==> src/rtl/sobel_stream.sv <==
// Streaming 3x3 Sobel: |Gx|+|Gy| magnitude, 4-way direction, edge flag.
// Three registered stages with valid/ready flow control on both sides.
module sobel_stream #(
  parameter int DW  = 8,
  parameter int SHW = 3
) (
  input  logic            i_clk,
  input  logic            i_rst_n,
  input  logic            i_valid,
  output logic            o_ready,
  input  logic [9*DW-1:0] i_pixel,
  input  logic [SHW-1:0]  i_shift,
  input  logic [DW-1:0]   i_thresh,
  output logic            o_valid,
  input  logic            i_ready,
  output logic [DW-1:0]   o_grad,
  output logic [1:0]      o_angle,
  output logic            o_edge
);

  localparam int GW = DW + 3;
  localparam int AW = GW - 1;

  typedef struct packed {
    logic [GW-1:0]  gx;
    logic [GW-1:0]  gy;
    logic [SHW-1:0] shift;
    logic [DW-1:0]  thresh;
  } s1_t;

  typedef struct packed {
    logic [GW-1:0]  sum;
    logic           cx;
    logic           cy;
    logic           sgn;
    logic           zero;
    logic [SHW-1:0] shift;
    logic [DW-1:0]  thresh;
  } s2_t;

  logic          s1_valid;
  logic          s2_valid;
  s1_t           s1_q;
  s1_t           s1_d;
  s2_t           s2_q;
  s2_t           s2_d;
  logic          s1_adv;
  logic          s2_adv;
  logic          s3_adv;

  logic [DW-1:0] p [9];
  logic [AW-1:0] ax;
  logic [AW-1:0] ay;
  logic [AW-1:0] tx;
  logic [AW-1:0] ty;
  logic [GW-1:0] m;
  logic [DW-1:0] grad_d;
  logic [1:0]    angle_d;
  logic          edge_d;

  assign s3_adv  = !o_valid || i_ready;
  assign s2_adv  = !s2_valid || s3_adv;
  assign s1_adv  = !s1_valid || s2_adv;
  assign o_ready = s1_adv;

  // Unpack the window, p0 taken from the most significant slice
  always_comb begin
    for (int k = 0; k < 9; k++) begin
      p[k] = i_pixel[(9-k)*DW-1 -: DW];
    end
  end

  // Exact Gx/Gy in GW-bit two's complement
  always_comb begin
    s1_d        = '0;
    s1_d.gx     = (GW'(p[0]) + (GW'(p[1]) << 1) + GW'(p[2]))
                - (GW'(p[6]) + (GW'(p[7]) << 1) + GW'(p[8]));
    s1_d.gy     = (GW'(p[0]) + (GW'(p[3]) << 1) + GW'(p[6]))
                - (GW'(p[2]) + (GW'(p[5]) << 1) + GW'(p[8]));
    s1_d.shift  = i_shift;
    s1_d.thresh = i_thresh;
  end

  // Stage 1 register: gradients plus beat-captured controls
  always_ff @(posedge i_clk) begin
    if (!i_rst_n) begin
      s1_valid <= 1'b0;
      s1_q     <= '0;
    end else if (s1_adv) begin
      s1_valid <= i_valid;
      if (i_valid) s1_q <= s1_d;
    end
  end

  // Magnitudes and tan(22.5) comparisons for direction binning
  always_comb begin
    ax = s1_q.gx[GW-1] ? AW'(-s1_q.gx) : AW'(s1_q.gx);
    ay = s1_q.gy[GW-1] ? AW'(-s1_q.gy) : AW'(s1_q.gy);
    tx = (ax >> 2) + (ax >> 3) + (ax >> 5) + (ax >> 7);
    ty = (ay >> 2) + (ay >> 3) + (ay >> 5) + (ay >> 7);
    s2_d        = '0;
    s2_d.sum    = GW'(ax) + GW'(ay);
    s2_d.cx     = tx > ay;
    s2_d.cy     = ty > ax;
    s2_d.sgn    = s1_q.gx[GW-1] ^ s1_q.gy[GW-1];
    s2_d.zero   = (ax == '0) && (ay == '0);
    s2_d.shift  = s1_q.shift;
    s2_d.thresh = s1_q.thresh;
  end

  // Stage 2 register: sum and direction flags
  always_ff @(posedge i_clk) begin
    if (!i_rst_n) begin
      s2_valid <= 1'b0;
      s2_q     <= '0;
    end else if (s2_adv) begin
      s2_valid <= s1_valid;
      if (s1_valid) s2_q <= s2_d;
    end
  end

  // Shift, saturate, classify direction, compare threshold
  always_comb begin
    m       = s2_q.sum >> s2_q.shift;
    grad_d  = (|m[GW-1:DW]) ? '1 : m[DW-1:0];
    edge_d  = grad_d >= s2_q.thresh;
    if (s2_q.zero)     angle_d = 2'd0;
    else if (s2_q.cx)  angle_d = 2'd0;
    else if (s2_q.cy)  angle_d = 2'd2;
    else if (s2_q.sgn) angle_d = 2'd3;
    else               angle_d = 2'd1;
  end

  // Output register, held while downstream stalls
  always_ff @(posedge i_clk) begin
    if (!i_rst_n) begin
      o_valid <= 1'b0;
      o_grad  <= '0;
      o_angle <= '0;
      o_edge  <= 1'b0;
    end else if (s3_adv) begin
      o_valid <= s2_valid;
      if (s2_valid) begin
        o_grad  <= grad_d;
        o_angle <= angle_d;
        o_edge  <= edge_d;
      end
    end
  end

endmodule

==> config.mk <==
export PLATFORM = sky130hd
export DESIGN_NAME = sobel_stream
export DESIGN_NICKNAME = d
export VERILOG_FILES = /design/src/rtl/sobel_stream.sv
export SDC_FILE = /design/constraint.sdc
export NUM_CORES = 1
export LEC_CHECK = 0
export ABC_CLOCK_PERIOD_IN_PS = 6270
export CAP_MARGIN = 40
export CORE_ASPECT_RATIO = 1.4
export CORE_MARGIN = 3
export CORE_UTILIZATION = 35
export CTS_CLUSTER_SIZE = 24
export DETAILED_ROUTE_END_ITERATION = 16
export PLACE_DENSITY = 0.55
export RECOVER_POWER = 50
export SYNTH_ARGS = -nofsm -noshare
export SYNTH_HDL_FRONTEND = slang
export SYNTH_SLANG_ARGS = --single-unit
==> constraint.sdc <==
create_clock -name i_clk -period 6.27 [get_ports i_clk]
set_input_delay 1.254 -clock i_clk [delete_from_list [all_inputs] [get_ports i_clk]]
set_output_delay 1.254 -clock i_clk [all_outputs]
set_load 0.005 [all_outputs]
### I/O pins on the die edge, run 1

The bar under the picture is 50 um long. Pins as bars across the die edge, other pins in gray.
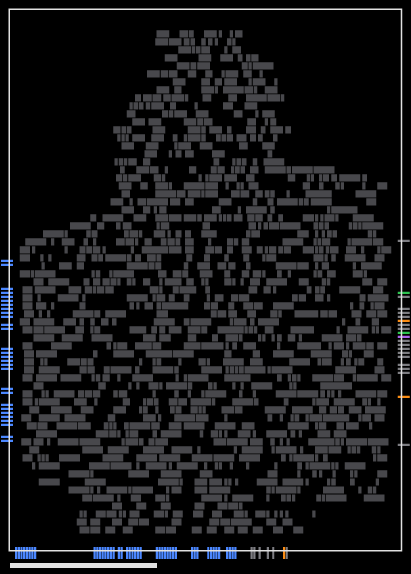
i_shift: drawn in orange, pins 3, direction input, edge 2 right, 1 bottom. i_pixel: drawn in blue, pins 72, direction input, edge 44 bottom, 28 left. o_angle: drawn in green, pins 2, direction output, edge right. i_valid: drawn in purple, pins 1, direction input, edge right.

### The metal 1 layer, run 1

The bar under the picture is 50 um long.
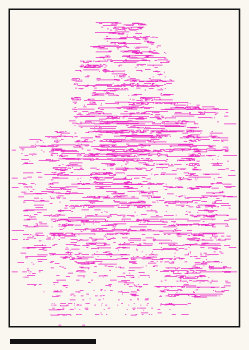
The wires run mostly horizontal. The longest straight run is 34.5 um. The layer carries 7390 um of wire. The layer holds 40% of the routed length. 1139 nets have wire on it.

### Register map, names as in the netlist, run 1

The bar under the picture is 50 um long. Other sequential cells in the stronger gray, the rest of the logic in the fainter gray.
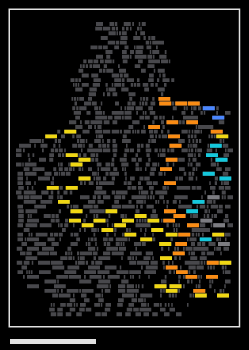
s1_q: drawn in yellow, flops 33. o_angle: drawn in blue, flops 2. s2_q: drawn in orange, flops 26. o_grad: drawn in cyan, flops 8, where right middle.
final core utilization: 42.8%
flop share of the area: 15.5%

==> flow_summary_export.csv, run 1 <==
group,metric,value,unit
clocking,holdBufCountCts,0,
yosys,yosys_cells,909,
sta,fin_crit,5380,ps
die,io_pins,100,
finish,fin_cells,1294,
flow_run,maxCapViolations,1,
sta,maxSlewHeadroom,-16.2,%
die,die_y,184,um
clocking,post_cts_buffers,0,
setup_path,worst_ep_arrival_time,5610,ps
global_routing,grtUsageMet2,32.3,%
drt,detail_route.wl_per_cell,14.4,um
clocking,ctsRootBufferMaster,"clkbuf_16",
drt,postRouteAntennaNets,0,
finish,regMostFlops,"s1_q",
setup_path,cp-start-kind,"flop",
yosys,synthAoiAreaFrac,15.8,%
clocking,h-tree-depth,3,
yosys,ys_top_logic_family,"adder cells",
sta,setup_viol,0,
yosys,syn_area,7880,um^2
sta,rsz0062_at_grt,"no",
finish,largest_cell_class,"logic gates",
yosys,edf_count,0,
finish,inverters,115,
drt,wirelength,18600,um
placed_design,pre_cts_slack,852,ps
yosys,ys_seq_share,18.5,%
outcome,status,"complete, but fails checks",
worst_hold_path,min_to,"s2_q[1]$_SDFFE_PN0P_",
sta,finClkSkew,8.73,ps
drt,wl_met2,10300,um
global_routing,busiest_layer,"met2",
placed_design,io_buffer_count,91,
drt,wl_met1,7390,um
global_routing,grt_pass1_vias,6645,
finish,largest_reg_flops,33,
drt,drtIter0Drc,223,
yosys,synth-seq-cells,73,
finish,combGateArea,5860,um^2
setup_path,r2r_start,"s1_q[22]$_SDFFE_PN0P_",
sta,slew_viol_final,40,
drt,post_drt_via_cell_ratio,4.92,
outcome,violations,"capacitance limit, slew limit",
global_routing,gr-usage-all-layers,16.0,%
finish,layout-drive-gt1-share,5.52,%
finish,clk_share,3.29,%
finish,area_growth,19.6,%
yosys,top_cell,"inv_1",
yosys,syn_area_per_cell,8.67,um^2
yosys,simple_gate_area_share,15.4,%
yosys,netlist.area_leader.share,18.5,%
==> inputs of run 2 (changes only) <==
ABC_CLOCK_PERIOD_IN_PS = unset   (was 6270)
### The metal 1 layer, run 2

The bar under the picture is 50 um long.
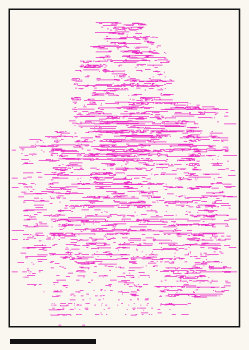
The wires run mostly horizontal. The layer carries 7390 um of wire. The layer holds 40% of the routed length.
met1 usage: 17.2%
Routed WL: 18600 um
via count: 6367

### I/O pins on the die edge, run 2

The bar under the picture is 50 um long. Pins as bars across the die edge, other pins in gray.
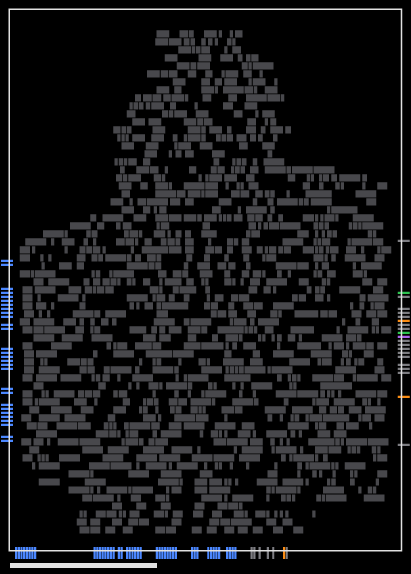
i_pixel: drawn in blue, pins 72, direction input, edge 44 bottom, 28 left. i_shift: drawn in orange, pins 3, direction input, edge 2 right, 1 bottom. o_angle: drawn in green, pins 2, direction output, edge right. i_valid: drawn in purple, pins 1, direction input, edge right.
DIE HEIGHT: 184 um
chip width: 133 um
IO buf count: 91

==> flow_summary_export.csv, run 2 <==
group,metric,value,unit
clocking,h-tree-depth,3,
drt,wl_met1,7390,um
setup_path,slowest_stage,"a211oi_4",
finish,largest_reg_flops,33,
clocking,holdBufCountCts,0,
sta,maxSlewHeadroom,-16.2,%
finish,seq_share,15.5,%
global_routing,gr-usage-all-layers,16.0,%
setup_path,r2r_start,"s1_q[22]$_SDFFE_PN0P_",
clocking,post_cts_buffers,0,
flow_run,maxCapViolations,1,
yosys,netlist.area_leader.share,18.5,%
global_routing,busiest_layer,"met2",
finish,combGateArea,5860,um^2
sta,setup_viol,0,
placed_design,pre_cts_slack,852,ps
yosys,edf_count,0,
outcome,status,"complete, but fails checks",
yosys,yosys_cells,909,
drt,detail_route.wl_per_cell,14.4,um
yosys,synth-seq-cells,73,
yosys,top_cell,"inv_1",
sta,slew_viol_final,40,
global_routing,grt_pass1_vias,6645,
yosys,simple_gate_area_share,15.4,%
outcome,violations,"capacitance limit, slew limit",
yosys,ys_top_logic_family,"adder cells",
drt,post_drt_via_cell_ratio,4.92,
finish,area_growth,19.6,%
drt,wl_met2,10300,um
worst_hold_path,min_to,"s2_q[1]$_SDFFE_PN0P_",
clocking,ctsRootBufferMaster,"clkbuf_16",
global_routing,grtUsageMet2,32.3,%
die,io_pins,100,
finish,inverters,115,
sta,finClkSkew,8.73,ps
drt,drtIter0Drc,223,
finish,largest_cell_class,"logic gates",
yosys,syn_area_per_cell,8.67,um^2
finish,final_util,42.8,%
yosys,syn_area,7880,um^2
### Register map, names as in the netlist, run 2

The bar under the picture is 50 um long. Other sequential cells in the stronger gray, the rest of the logic in the fainter gray.
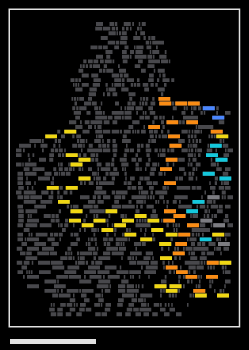
o_angle: drawn in blue, flops 2. s1_q: drawn in yellow, flops 33. s2_q: drawn in orange, flops 26. o_grad: drawn in cyan, flops 8, where right middle.
Another 4 sequential cells are not colored.

### Zoomed window, run 2

The bar under the picture is 20 um long. Window x 41 to 91, y 103 to 153 um. Cells in gray, sequential cells in the stronger gray; small squares are vias.
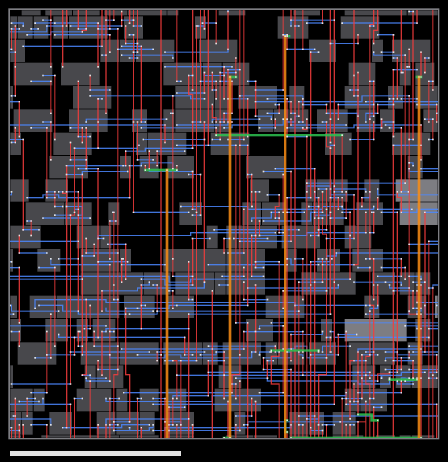

==> inputs of run 3 (changes only) <==
CORE_UTILIZATION = 29   (was 35)
PLACE_DENSITY = 0.47   (was 0.55)
SLEW_MARGIN = 20   (was unset)
### Zoomed window, run 3

The bar under the picture is 20 um long. Window x 48 to 98, y 116 to 166 um. Cells in gray, sequential cells in the stronger gray; small squares are vias.
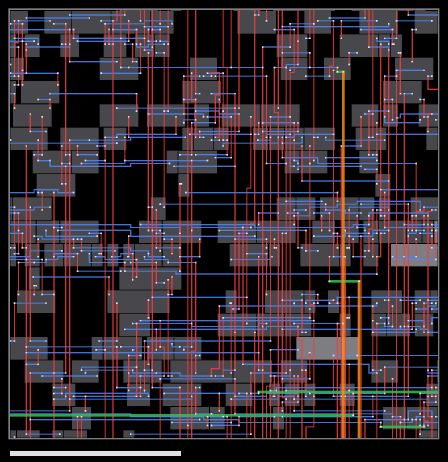
metal 1: drawn in blue. metal 2: drawn in red. metal 3: drawn in green. metal 4: drawn in orange.
Sequential cells in the window: 2. Netlist names of flops here include s2_q (2). Most frequent: ha_1 (38), xnor2_1 (14), inv_1 (14). 141 logic cells have their middle in the window.

### I/O pins on the die edge, run 3

The bar under the picture is 50 um long. Pins as bars across the die edge, other pins in gray.
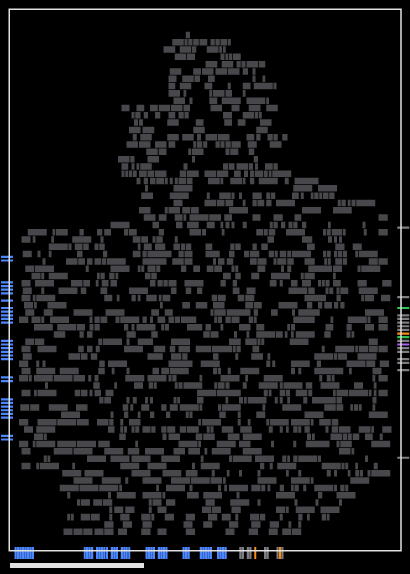
i_shift: drawn in orange, pins 3, direction input, edge 2 bottom, 1 right. i_pixel: drawn in blue, pins 72, direction input, edge 44 bottom, 28 left. o_angle: drawn in green, pins 2, direction output, edge right. i_valid: drawn in purple, pins 1, direction input, edge right.

### Register map, names as in the netlist, run 3

The bar under the picture is 50 um long. Other sequential cells in the stronger gray, the rest of the logic in the fainter gray.
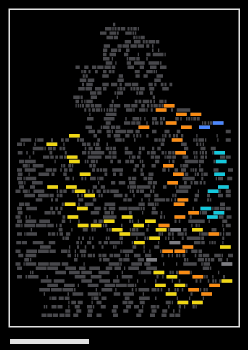
register area: 1460 um^2
flop share of the area: 15.4%
final core utilization: 36.0%

==> flow_summary_export.csv, run 3 <==
group,metric,value,unit
outcome,status,"finished, final reports clean",
yosys,ys_seq_share,18.5,%
placed_design,pre_cts_slack,795,ps
yosys,top_cell,"inv_1",
worst_hold_path,min_path_type,"flop to flop",
flow_run,openroad.warnings,40,
sta,tightest_slew,1480,ps
setup_path,worst_ep_arrival_time,5680,ps
drt,drtIter0Drc,224,
sta,setup-tns-final,0,ps
yosys,synth_xor_xnor_area_share,6.18,%
flow_run,maxCapViolations,0,
finish,area_growth,20.8,%
drt,post_drt_via_cell_ratio,4.63,
placed_design,io_buffer_count,91,
finish,layout-drive-gt1-share,5.71,%
finish,combGateArea,5860,um^2
worst_hold_path,min_to,"s1_q[5]$_SDFFE_PN0P_",
drt,num_vias,6290,
sta,setup_viol,0,
yosys,synth_chip_area,7880,um^2
sta,fin_crit,5450,ps
yosys,simple_gate_area_share,15.4,%
clocking,holdBufCountCts,0,
yosys,edf_count,0,
die,core_util_floorplan,29.8,%
drt,wl_met1,7960,um
die,die_w,145,um
sta,finClkSkew,10.5,ps
clocking,h-tree-depth,3,
global_routing,grt_pass1_vias,6597,
clocking,cts.path.max_buffers,2,
yosys,syn_area_per_cell,8.67,um^2
drt,wirelength,19400,um
yosys,synth-seq-cells,73,
placed_design,dpl.cell_count,1342,
yosys,yosys_cells,909,
global_routing,busiest_layer,"met2",
sta,maxSlewHeadroom,1.16,%
clocking,post_cts_buffers,0,
drt,wl_met2,10600,um
placed_design,dp_hpwl,16300,um
sta,slew_viol_final,0,
finish,regMostFlops,"s1_q",
setup_path,cp-start-kind,"flop",
yosys,ys_top_logic_family,"adder cells",
finish,clk_share,3.26,%
drt,detail_route.wl_per_cell,14.3,um
setup_path,cpPeakStageDelay,510,ps
setup_path,r2r_start,"s1_q[22]$_SDFFE_PN0P_",
finish,fin_cells,1358,
global_routing,grt-ovfl-total,0,
finish,largest_reg_flops,33,
yosys,netlist.area_leader.share,18.5,%
yosys,syn_area,7880,um^2
yosys,ys_async_sr_fraction,0,%
global_routing,grtUsageMet2,26.9,%
yosys,synthAoiAreaFrac,15.8,%
global_routing,gr-usage-all-layers,13.8,%
finish,largest_cell_class,"logic gates",
finish,inverters,115,
yosys,synthCells,909,
die,chipArea,29200,um^2
drt,postRouteAntennaNets,0,
setup_path,slowest_stage,"a211oi_4",
clocking,ctsRootBufferMaster,"clkbuf_16",
sta,fmax,184,MHz
sta,rsz0062_at_grt,"no",
global_routing,use_met1,15.4,%
die,die_y,201,um
